### src/rtl/spi_lcd_streamer.sv
// SPI transmit engine for PCD8544-class LCDs: buffers {dc, data} words in a FIFO,
// drives the LCD reset pulse, then streams frames with a runtime clock divider.
module spi_lcd_streamer #(
    parameter int DATA_W     = 8,
    parameter int FIFO_DEPTH = 16,
    parameter int DIV_W      = 16,
    parameter bit CPOL       = 1'b0,
    parameter bit CPHA       = 1'b0,
    parameter int RST_CYCLES = 1000
) (
    input  logic                        clock,
    input  logic                        Reset,
    input  logic                        wr_en,
    input  logic                        wr_dc,
    input  logic [DATA_W-1:0]           wr_data,
    input  logic                        flush,
    input  logic [DIV_W-1:0]            div_factor,
    output logic                        full,
    output logic [$clog2(FIFO_DEPTH):0] level,
    output logic                        overflow,
    output logic                        ready,
    output logic                        busy,
    output logic                        done,
    output logic                        mosi,
    output logic                        sclk,
    output logic                        sce,
    output logic                        dc,
    output logic                        rst
);

    localparam int AW = $clog2(FIFO_DEPTH);
    localparam int LW = AW + 1;
    localparam int BW = (DATA_W > 1) ? $clog2(DATA_W) : 1;
    localparam int IW = $clog2(RST_CYCLES + 1);

    typedef enum logic [2:0] {
        S_INIT, S_IDLE, S_LOAD, S_SETUP, S_SHIFT, S_HOLD, S_GAP
    } state_t;

    state_t            state_q, state_d;
    logic [IW-1:0]     init_cnt_q, init_cnt_d;
    logic [DIV_W-1:0]  h_q, h_d, h_cnt_q, h_cnt_d;
    logic [BW-1:0]     bit_q, bit_d;
    logic              phase_q, phase_d;  // 0 = leading half, 1 = trailing half
    logic [DATA_W-1:0] sreg_q, sreg_d;
    logic              mosi_d, sclk_d, sce_d, dc_d, rst_d, ready_d, busy_d, done_d;

    logic [DATA_W:0]   mem [FIFO_DEPTH];
    logic [AW-1:0]     wr_ptr, rd_ptr;
    logic [LW-1:0]     level_d;
    logic              full_d, overflow_d;
    logic [DATA_W:0]   head;
    logic              push_ok, pop, seg_end, last_bit, init_done;
    logic              start_shift, lead_step, bit_step;

    assign head        = mem[rd_ptr];
    assign push_ok     = wr_en && !full && !flush;
    assign pop         = (state_q == S_IDLE) && (level != '0);
    assign seg_end     = (h_cnt_q == h_q - DIV_W'(1));
    assign last_bit    = (bit_q == BW'(DATA_W - 1));
    assign init_done   = (init_cnt_q == IW'(RST_CYCLES - 1));
    assign start_shift = (state_q == S_SETUP) && seg_end;
    // lead_step: entering a trailing half; bit_step: entering the next bit's leading half
    assign lead_step   = (state_q == S_SHIFT) && seg_end && !phase_q && !last_bit;
    assign bit_step    = (state_q == S_SHIFT) && seg_end && phase_q && !last_bit;

    always_ff @(posedge clock or negedge Reset) begin
        if (!Reset) begin
            state_q    <= S_INIT;
            init_cnt_q <= '0;
            h_q        <= DIV_W'(1);
            h_cnt_q    <= '0;
            bit_q      <= '0;
            phase_q    <= 1'b0;
            sreg_q     <= '0;
            wr_ptr     <= '0;
            rd_ptr     <= '0;
            level      <= '0;
            full       <= 1'b0;
            overflow   <= 1'b0;
            mosi       <= 1'b0;
            sclk       <= CPOL;
            sce        <= 1'b1;
            dc         <= 1'b0;
            rst        <= 1'b0;
            ready      <= 1'b0;
            busy       <= 1'b0;
            done       <= 1'b0;
        end else begin
            // NOTE: non-blocking here so every register sees pre-edge values.
            state_q    <= state_d;
            init_cnt_q <= init_cnt_d;
            h_q        <= h_d;
            h_cnt_q    <= h_cnt_d;
            bit_q      <= bit_d;
            phase_q    <= phase_d;
            sreg_q     <= sreg_d;
            level      <= level_d;
            full       <= full_d;
            overflow   <= overflow_d;
            mosi       <= mosi_d;
            sclk       <= sclk_d;
            sce        <= sce_d;
            dc         <= dc_d;
            rst        <= rst_d;
            ready      <= ready_d;
            busy       <= busy_d;
            done       <= done_d;
            if (flush) begin
                wr_ptr <= '0;
                rd_ptr <= '0;
            end else begin
                if (push_ok) wr_ptr <= wr_ptr + AW'(1);
                if (pop)     rd_ptr <= rd_ptr + AW'(1);
            end
        end
    end

    // NOTE: storage has no reset; level and the pointers alone define validity.
    always_ff @(posedge clock) begin
        if (push_ok) mem[wr_ptr] <= {wr_dc, wr_data};
    end

    always_comb begin : next_state
        state_d = state_q;
        unique case (state_q)
            S_INIT:  if (init_done) state_d = S_IDLE;
            S_IDLE:  if (level != '0) state_d = S_LOAD;
            S_LOAD:  state_d = S_SETUP;
            S_SETUP: if (seg_end) state_d = S_SHIFT;
            S_SHIFT: if (seg_end && phase_q && last_bit) state_d = S_HOLD;
            S_HOLD:  if (seg_end) state_d = S_GAP;
            S_GAP:   if (seg_end) state_d = S_IDLE;
            default: state_d = S_INIT;
        endcase
    end

    // Outputs are registered from next-state values so pins change with the state.
    always_comb begin : output_next
        // NOTE: every target gets a default first, so no latches are inferred.
        init_cnt_d = (state_q == S_INIT && !init_done) ? init_cnt_q + IW'(1) : init_cnt_q;
        h_cnt_d    = '0;
        if ((state_q inside {S_SETUP, S_SHIFT, S_HOLD, S_GAP}) && !seg_end)
            h_cnt_d = h_cnt_q + DIV_W'(1);
        h_d     = h_q;
        bit_d   = bit_q;
        phase_d = phase_q;
        sreg_d  = sreg_q;
        mosi_d  = mosi;
        dc_d    = dc;
        if (pop) begin
            h_d     = (div_factor == '0) ? DIV_W'(1) : div_factor;
            sreg_d  = head[DATA_W-1:0];
            dc_d    = head[DATA_W];
            bit_d   = '0;
            phase_d = 1'b0;
            if (!CPHA) mosi_d = head[DATA_W-1];
        end
        if (state_q == S_SHIFT && seg_end) phase_d = !phase_q;
        if (bit_step) bit_d = bit_q + BW'(1);
        if (CPHA) begin
            if (start_shift || bit_step) begin
                mosi_d = sreg_q[DATA_W-1];
                sreg_d = sreg_q << 1;
            end
        end else if (lead_step) begin
            mosi_d = sreg_q[DATA_W-2];
            sreg_d = sreg_q << 1;
        end

        level_d    = flush ? '0 : level + LW'(push_ok) - LW'(pop);
        full_d     = (level_d == LW'(FIFO_DEPTH));
        overflow_d = flush ? 1'b0 : (overflow || (wr_en && full));

        sce_d   = !(state_d inside {S_LOAD, S_SETUP, S_SHIFT, S_HOLD});
        sclk_d  = (state_d == S_SHIFT && !phase_d) ? !CPOL : CPOL;
        done_d  = (state_q == S_HOLD) && (state_d == S_GAP);
        rst_d   = (state_d != S_INIT);
        ready_d = (state_d != S_INIT);
        busy_d  = !(state_d inside {S_IDLE, S_INIT}) || (level_d != '0);
    end

endmodule

### config.mk
export PLATFORM = sky130hd
export DESIGN_NAME = spi_lcd_streamer
export DESIGN_NICKNAME = d
export VERILOG_FILES = /design/src/rtl/spi_lcd_streamer.sv
export SDC_FILE = /design/constraint.sdc
export NUM_CORES = 1
export LEC_CHECK = 0
export CAP_MARGIN = 10
export CORE_MARGIN = 2
export CORE_UTILIZATION = 44
export DETAILED_ROUTE_END_ITERATION = 8
export PLACE_DENSITY = 0.57
export SYNTH_ARGS = -nofsm -noshare
export SYNTH_HDL_FRONTEND = slang
export SYNTH_SLANG_ARGS = --single-unit
### constraint.sdc
create_clock -name clock -period 4.3 [get_ports clock]
set_input_delay 1.075 -clock clock [delete_from_list [all_inputs] [get_ports clock]]
set_output_delay 1.075 -clock clock [all_outputs]
set_load 0.03 [all_outputs]
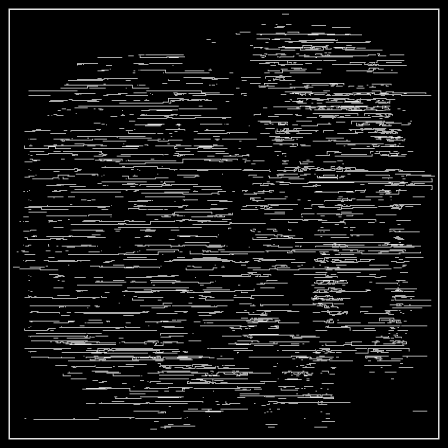
(run_1/met1.png)
nets with wire on the layer = 722
share of all routed wire = 46%
wire length on this layer = 8,650 µm

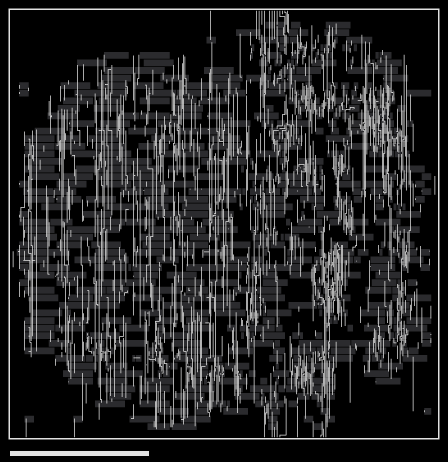
(run_1/met2.png)
The bar under the picture is 50 µm long. Cells faint in the background.
nets with wire on the layer = 664
longest straight run = 79.6 µm
share of all routed wire = 49%

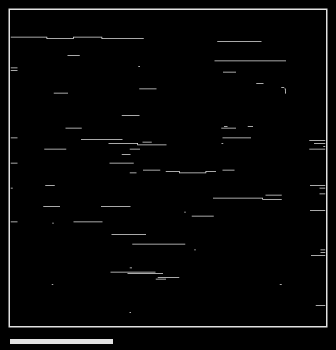
(run_1/met3.png)
The bar under the picture is 50 µm long.
longest straight run = 34.5 µm
share of all routed wire = 3.1%
nets with wire on the layer = 39
main direction = horizontal
wire length on this layer = 582 µm

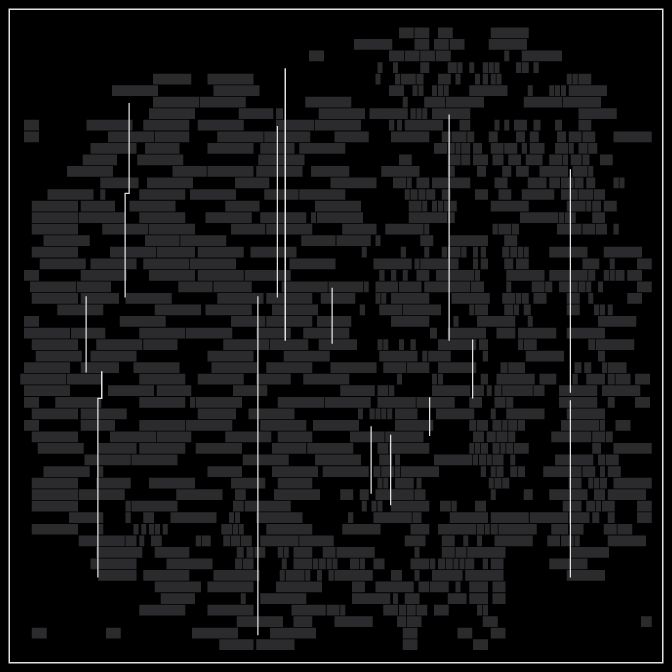
(run_1/met4.png)
Cells faint in the background.
main direction = vertical
wire length on this layer = 511 µm
vias: 5,564
Routed WL: 18,950 µm

-- run 1: worst min-delay path by stage --
stage | startpoint | to | cells past startpoint
after detailed placement | init_cnt_q[9] | init_cnt_q[9] | 1
after global routing | init_cnt_q[9] | init_cnt_q[9] | 1
after global placement | bit_q[0] | bit_q[0] | 1
after CTS | bit_q[0] | bit_q[0] | 1
final | init_cnt_q[9] | init_cnt_q[9] | 1
after floorplan | init_cnt_q[9] | init_cnt_q[9] | 1
-- run 1: metal layers --
metal / wire length, µm / vias to the layer above / GRT usage
li1: - / 2641 / -
met1: 8649 / 2799 / 0.2270
met2: 9207 / 86 / 0.2751
met3: 581 / 38 / 0.02424
met4: 511 / 0 / 0.04500
met5: 0 / - / 0
==> results.py, run 1 <==
# Generated from Yosys and OpenROAD reports
metrics = {
    "power_and_ir_drop": {
        "comb_power_share": 0.063,
        "p_clk_frac": 0.426,
        "power_leader": "registers",
        "seq_power_share": 0.511,
        "internal_power_mw": 3.586,
        "power_density_mw_per_mm2": 404.3,
        "ir_drop_mv": 0.2811,
        "p_sw_frac": 0.2179,
        "p_sw_uw": 998.8,
        "power.leakage_nw": 4.095,
        "powerClk_mw": 1.95,
        "pg_comb_uw": 288,
    },
    "logic_synthesis": {
        "simple_gate_share": 0.1223,
        "syn_inst": 689,
        "ys_cells": 689,
        "synth_seq_share": 0.6373,
        "mux_share": 0.1157,
        "synthDistinctLibCells": 68,
        "top_cell_area_share": 0.4389,
        "top_cells_by_count": "edfxtp_1, nand2_1, dfrtp_1",
        "edf_count": 144,
        "top_logic_kind": "simple AND/OR/NAND/NOR gates",
        "netlist_area_mm2": 0.009852,
        "post-synth-top-count-cell": "edfxtp_1",
        "synth-adder-area-share": 0.02235,
        "ys_seq_elements": 222,
        "yosys.area.top_type": "edfxtp_1",
        "ff_type": "edfxtp_1",
        "xor_share": 0.04890,
        "yosys_warnings": 0,
    },
    "worst_setup_path": {
        "slowest_stage": "or4_1",
        "critPathRequiredTime_ns": 4.69,
        "cp_top_family": "simple AND/OR/NAND/NOR gates",
        "r2r_end": "busy",
        "setup.worst_path.end_class": "flop",
        "startpoint_type": "input port",
        "worst-path-buf-inv": 3,
        "cp_cell_sequence": "clkdlybuf4s50_1 > nor2b_1 > nor2b_1 > inv_1 > ha_1 > inv_1 > ha_1 > fa_1 > xnor2_1 > nor2_1 > or4_1 > nor2_1 > o21ai_0",
        "endpoint": "busy",
        "rr_startpoint": "level[3]",
        "worstSetupPathType": "in -> reg",
        "crit_start": "wr_en",
    },
    "floorplanning": {
        "fp.dieH_um": 153.6,
        "num_io_pins": 44,
        "rows": 54,
        "die-area_mm2": 0.02360,
        "initial_utilization": 0.4500,
        "die_x_um": 153.6,
        "tapCellCount": 280,
    },
    "timing": {
        "rsz0062_at_grt": "no",
        "max_freq_ghz": 0.2888,
        "worst_slew_pin_slew_ns": 0.9976,
        "timing.hold.ws_ns": 0.4865,
        "slew_violations": 0,
        "slew_headroom": 0.3349,
        "final_hold_viol_count": 0,
        "fin_worst_skew_ns": 0.02291,
        "finalSetupTns_ns": 0,
        "setup_viol": 0,
        "finalCritPeriodShare": 0.8054,
    },
    "place": {
        "place_inst": 995,
        "dp_hpwl_um": 12680,
        "place_ws_ns": 0.2850,
        "numPortBuffers": 43,
        "place_area_mm2": 0.01059,
    },
    "worst_hold_path": {
        "min_path_type": "reg -> reg",
    },
    "cts": {
        "ctsLongestPathBuffers": 3,
        "clock-sinks": 222,
        "cts_hold_buf": 0,
        "cts_tree": "built",
        "clk_latency_ns": 0.53,
        "h-tree-depth": 1,
        "path_clk_slew_ns": 0.06,
        "post_cts_buffers": 0,
        "cts-root-buf": "clkbuf_16",
    },
    "final_layout": {
        "largest_reg_flops": 144,
        "layout_top_cell": "edfxtp_1",
        "top_register": "mem",
        "lay_top_cells": "edfxtp_1, nand2_1, dfrtp_1",
        "buffers_excl_clock": 59,
        "drive_above_1_share": 0.1629,
        "ff_latch_area_mm2": 0.006280,
        "final_core_util": 0.5179,
        "fin_area_mm2": 0.01134,
        "clkbuf_count": 34,
        "top_regs": "mem (144), h_cnt_q (16), h_q (16)",
        "mi_logic_area_mm2": 0.003346,
        "sh_seq_area": 0.5538,
        "inverters_excl_clock": 17,
        "buf_share": 0.04833,
        "flop-count": 222,
        "finalNonFillerCells": 1035,
        "sh_comb_area": 0.2951,
        "largestClassByArea": "flip-flops and latches",
        "comb_cells": 417,
    },
    "route": {
        "viasPerCell": 5.376,
        "drt-pass1-iter-count": 5,
        "drt_iter0_markers": 360,
        "postRouteAntennaNets": 0,
        "remaining_drc_errors": 0,
        "wire_per_inst_um": 18.31,
    },
    "global_route": {
        "grt_pass1_vias": 5828,
        "grt_max_degree": 79,
        "grt_pass1_wl_um": 31070,
        "antenna_found_initial": 0,
    },
    "job": {
        "warnings": 30,
    },
    "outcome": {
        "status": "finished clean",
    },
}
==> run_1/final_congestion.png <==
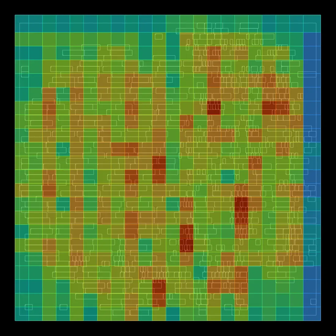

==> run 2: changes to the inputs <==
- PLACE_DENSITY: 0.57 -> 0.59
- clock period: 4.3 -> 2.9 ns (I/O delays scaled with it)
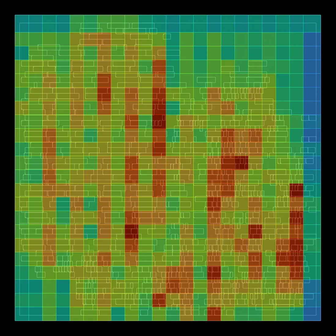
(run_2/final_congestion.png)
busiest grt layer: met2
M3 GR Usage: 0.03072
met1 usage: 0.2221
final core utilization: 0.5574

==> run 2 against run 1 <==
The run now ends with setup timing left. Combinational power up 110%. Power up 51%. First-iteration DRC count decreased by 33%. Critical path depth increased by 1. Wire length up 8.6%. Non-clock buffer count grew 77. Worst setup slack got worse by 0.97 ns. Flip-flop count unchanged. Largest power group unchanged.
==> results.py, run 2 <==
# Generated from Yosys and OpenROAD reports
metrics = {
    "logic_synthesis": {
        "area_leaders": "edfxtp_1, dfrtp_1, mux4_2, nand2_1, xnor2_1",
        "syn_inst": 689,
        "ys_seq_elements": 222,
        "synthDistinctLibCells": 68,
        "synth-adder-area-share": 0.02235,
        "synthArstFlopShare": 0.3514,
        "synth_seq_share": 0.6373,
        "synth_nets": 735,
        "yosys_warnings": 0,
        "top_cells_by_count": "edfxtp_1, nand2_1, dfrtp_1",
        "ys_cells": 689,
        "xor_share": 0.04890,
        "ff_type": "edfxtp_1",
        "edf_count": 144,
        "mux_share": 0.1157,
        "simple_gate_share": 0.1223,
        "netlist_area_mm2": 0.009852,
        "yosys.area.top_type": "edfxtp_1",
        "avgSynthCellArea_um2": 14.30,
        "synth_chip_area_mm2": 0.009852,
        "top_logic_kind": "simple AND/OR/NAND/NOR gates",
        "top_cell_area_share": 0.4389,
        "post-synth-top-count-cell": "edfxtp_1",
        "yosys.area_share.aoi": 0.03035,
    },
    "worst_setup_path": {
        "path_depth": 14,
        "worst-path-buf-inv": 3,
        "reg2reg_slack_ns": -0.13,
        "crit_start": "level[3]",
        "r2r_end": "busy",
        "cp_top_family": "simple AND/OR/NAND/NOR gates",
        "setup.worst_path.end_class": "flop",
        "worstSetupPathType": "reg -> reg",
        "critical_path.max_fanout": 2,
        "critPathRequiredTime_ns": 3.30,
        "max_stage_delay_ns": 0.56,
        "worst_path_most_repeated_cell": "ha_4",
        "reg2reg_depth": 14,
        "cp_cell_sequence": "inv_2 > ha_4 > nor4b_4 > nor2_2 > nand2_2 > inv_4 > ha_4 > inv_2 > ha_4 > fa_2 > nor2b_1 > or4_4 > nor2_2 > o21ai_1",
        "slowest_stage": "or4_4",
        "startpoint_type": "flop",
        "endpoint": "busy",
        "cp.arrival_ns": 3.44,
        "rr_startpoint": "level[3]",
    },
    "final_layout": {
        "drive_above_1_share": 0.2843,
        "lay_top_cells": "edfxtp_1, nand2_1, buf_4",
        "top_register": "mem",
        "layout_top_cell": "edfxtp_1",
        "top_regs": "mem (144), h_cnt_q (16), h_q (16)",
        "fill_cells": 1786,
        "area_delta_synth_final_pct": 23.86,
        "diodes": 0,
        "largest_reg_flops": 144,
        "finalNonFillerCells": 1117,
        "nets": 865,
    },
    "cts": {
        "h-tree-depth": 1,
        "path_clk_slew_ns": 0.06,
        "cts_hold_buf": 0,
        "clock-sinks": 222,
        "ctsLongestPathBuffers": 3,
        "cts_buffers": 25,
        "post_cts_resize_count": 15,
        "cts_tree": "built",
        "cts-root-buf": "clkbuf_16",
        "post_cts_buffers": 27,
        "clk_latency_ns": 0.53,
    },
    "route": {
        "postRouteAntennaNets": 0,
        "wl_met2_um": 10590,
        "wl_met3_um": 681,
        "wl_met1_um": 8690,
        "wire_per_inst_um": 18.42,
        "remaining_drc_errors": 0,
        "viasPerCell": 5.371,
        "highest_layer": "met4",
        "drt_iter0_markers": 241,
        "drt-pass1-iter-count": 4,
    },
    "timing": {
        "timing.final.crit_period_ns": 3.034,
        "setup_ws_ns": -0.1337,
        "worst_slew_pin_slew_ns": 1.003,
        "finalSetupTns_ns": -0.5550,
        "setup_viol": 11,
        "timing.hold.ws_ns": 0.3633,
        "slew_headroom": 0.3315,
        "slew_violations": 0,
        "fin_worst_skew_ns": 0.01109,
        "rsz0062_at_grt": "yes",
        "final_hold_viol_count": 0,
        "max_freq_ghz": 0.3296,
        "finalCritPeriodShare": 1.046,
    },
    "power_and_ir_drop": {
        "pg_comb_uw": 596,
        "p_sw_frac": 0.2268,
        "internal_power_mw": 5.361,
        "power_leader": "registers",
        "powerClk_mw": 2.86,
        "ir_drop_mv": 0.4296,
        "power_density_mw_per_mm2": 568.2,
        "seq_power_share": 0.502,
        "p_sw_mw": 1.573,
        "comb_power_share": 0.086,
        "p_clk_frac": 0.412,
        "seq_power_mw": 3.48,
        "power.leakage_nw": 4.559,
    },
    "place": {
        "gp_congestion": 0.8429,
        "place_inst": 1041,
        "dp_hpwl_um": 13680,
        "numPortBuffers": 43,
    },
    "global_route": {
        "grt_max_degree": 79,
        "grt_pass1_vias": 6311,
        "grt_pass1_wl_um": 33110,
        "grt_overflow": 0,
        "met2_usage": 0.3039,
        "antenna_found_initial": 0,
        "grt.total_usage": 0.1742,
    },
    "outcome": {
        "status": "complete, but fails checks",
        "violations": "setup timing",
    },
    "job": {
        "warnings": 33,
        "maxCapViolCount": 0,
    },
    "floorplanning": {
        "num_io_pins": 44,
        "die-area_mm2": 0.02360,
        "core_mm2": 0.02189,
        "initial_utilization": 0.4500,
        "fp.dieH_um": 153.6,
        "die_x_um": 153.6,
        "rows": 54,
    },
    "worst_hold_path": {
        "min_path_type": "in -> async",
    },
}
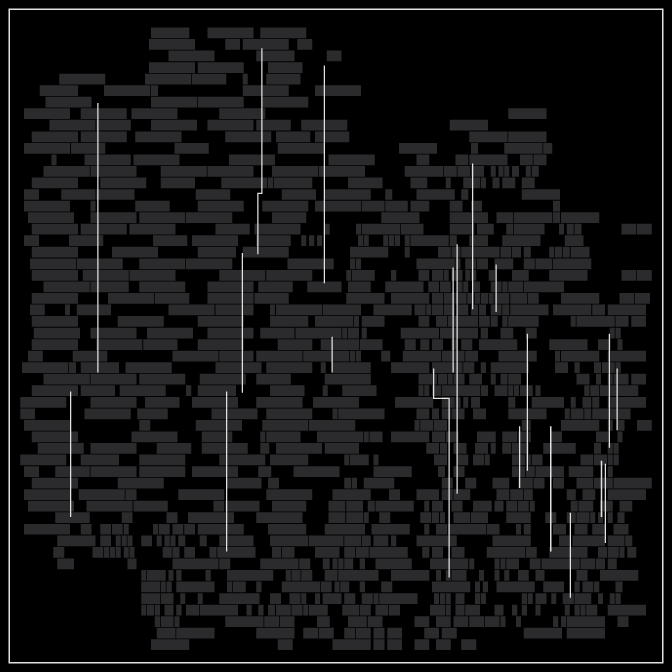
(run_2/met4.png)
Cells faint in the background.
share of all routed wire = 3.0%
nets with wire on the layer = 12
longest straight run = 63.2 µm
main direction = vertical
vias: 5,999
Routed WL: 20,580 µm

## run 2: cell counts after synthesis
Identical to the previous run, type by type.
## run 2: stage by stage
stage          worst slack, ns  power (mW)  cell area, µm²
2_1_floorplan          -0.2784       3.782            9917
3_3_place_gp           -0.5491       4.020           11020
3_5_place_dp           -0.6302       4.034           11020
4_1_cts                -0.1565       6.978           12040
5_1_grt                -0.1945       7.185           12200
6_report               -0.1337       6.934           12200
## run 2: area by class of cell
class | instances | area (µm²) | area share
repair buffers | 136 | 1197 | 0.09812
clock inverters | 13 | 82.58 | 0.006767
clock buffers | 32 | 661.9 | 0.05424
well taps | 280 | 350.3 | 0.02871
inverters | 17 | 66.31 | 0.005434
multi-input cells | 417 | 3562 | 0.2919
flip-flops and latches | 222 | 6282 | 0.5148
Power and IR drop assume default switching activity.
